Design calc_sequencer, sky130hd; sources not shown.
Track usage over the die:
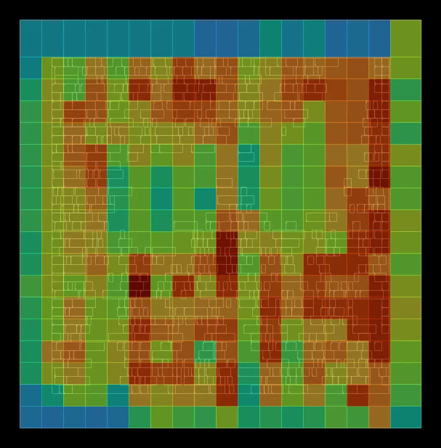
wire per inst: 26.69 um
GR Util met3: 0.08501
Core Util, Final: 0.5292
met1 global-route usage: 0.2421
GRT Total Usage: 0.2498

Drive-strength map:
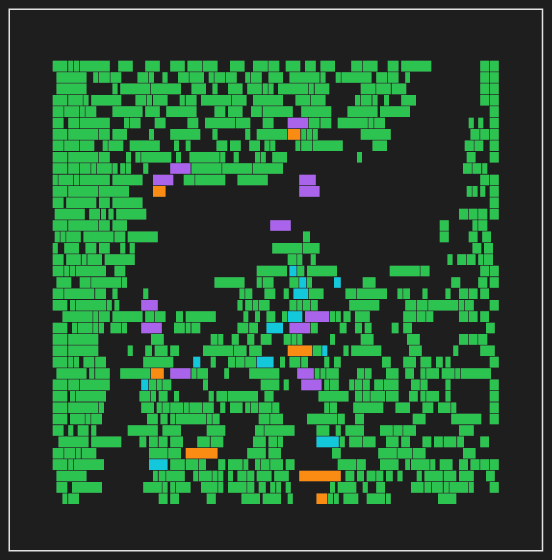
| size | colour | cells |
|---|---|---|
| _2 cells | cyan | 12 |
| _6 and larger | purple | 13 |
| _0 and _1 cells | green | 653 |
| _3 and _4 cells | orange | 7 |
Syn-to-layout area delta: 23.98%
final worst setup slack: 279.7 ps
number of non-clock buffers in the layout: 123

Routed metal per tile:
Bar = 50 um. The die is cut into 25 by 26 equal tiles; dark blue is low, red is high, scaled to the fullest tile. Values are wire area over tile area, all layers added.
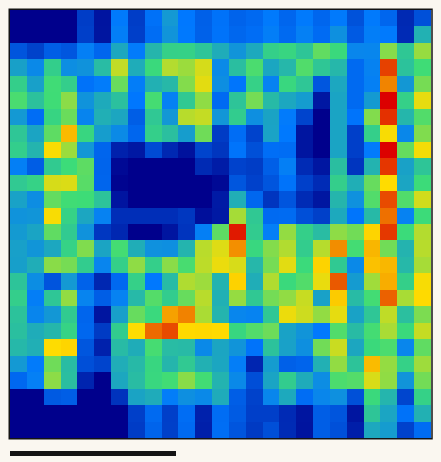
densest ninth of the die: right middle
tiles over half the peak: 25%
emptiest ninth of the die: bottom left
nearly empty tiles: 7.5%
fullest tile: 0.63
mean over tiles: 0.23
Vias: 5244
WL final: 22210 um

==> results.json <==
{
  "status": "complete, no violations",
  "power.leakage_nw": 2.520,
  "clkLatencyLatePin_ps": 370,
  "power.switching_mw": 2.133,
  "crit_required_ps": 3170,
  "instances_no_fill": 832,
  "hold_viol": 0,
  "layout_top_cell": "dfxtp_1",
  "dr.pass1.iters": 5,
  "adder_share": 0.05179,
  "antenna_found_initial": 5,
  "synth_flops": 87,
  "drive_gt1_frac": 0.04672,
  "worstMarginPinSlew_ps": 1046,
  "path_class": "flip-flop to flip-flop",
  "compound_area_frac": 0.2418,
  "ctsHoldBuffers": 75,
  "clk_share": 0.03342,
  "logic_gates": 429,
  "crit_fanout": 10,
  "cp_slowest_cell": "nor4_1",
  "rsz0062_at_grt": "no",
  "power_frac_comb": 0.415,
  "sh_comb_area": 0.4685,
  "dp_cells": 737,
  "drtAntennaViolNets": 0,
  "syn_area_per_cell_sq_um": 8.135,
  "final_cell_mix": "87 x dfxtp_1, 85 x nor2_1, 76 x and3_1, 75 x dlygate4sd3_1, 64 x a22oi_1",
  "highest_layer": "met4",
  "synthMuxAreaShare": 0,
  "post_dp_cell_area_sq_um": 5016,
  "p_total_mw": 4.465,
  "pwr-share-clk": 0.181,
  "r2r_setup_slack_ps": 280,
  "grt_pass1_wl_um": 32170,
  "fp_util": 0.4268,
  "worstPathArrival_ps": 2890,
  "synth-simple-area-share": 0.2506,
  "seq_share": 0.2907,
  "htree_levels": 3,
  "synth_chip_area_sq_um": 4832,
  "path_depth": 8,
  "met1_length_um": 7287,
  "pg_comb_mw": 1.85,
  "async_reset_ff_frac": 0,
  "clock-sinks": 87,
  "layout.nets": 867,
  "ys_sh_xor": 0.03263,
  "gr-usage-met2": 0.4869,
  "grt_pass1_vias": 5129,
  "logic_area_sq_um": 2806
}
No activity file was given, so power comes from the tool's default toggle rates.
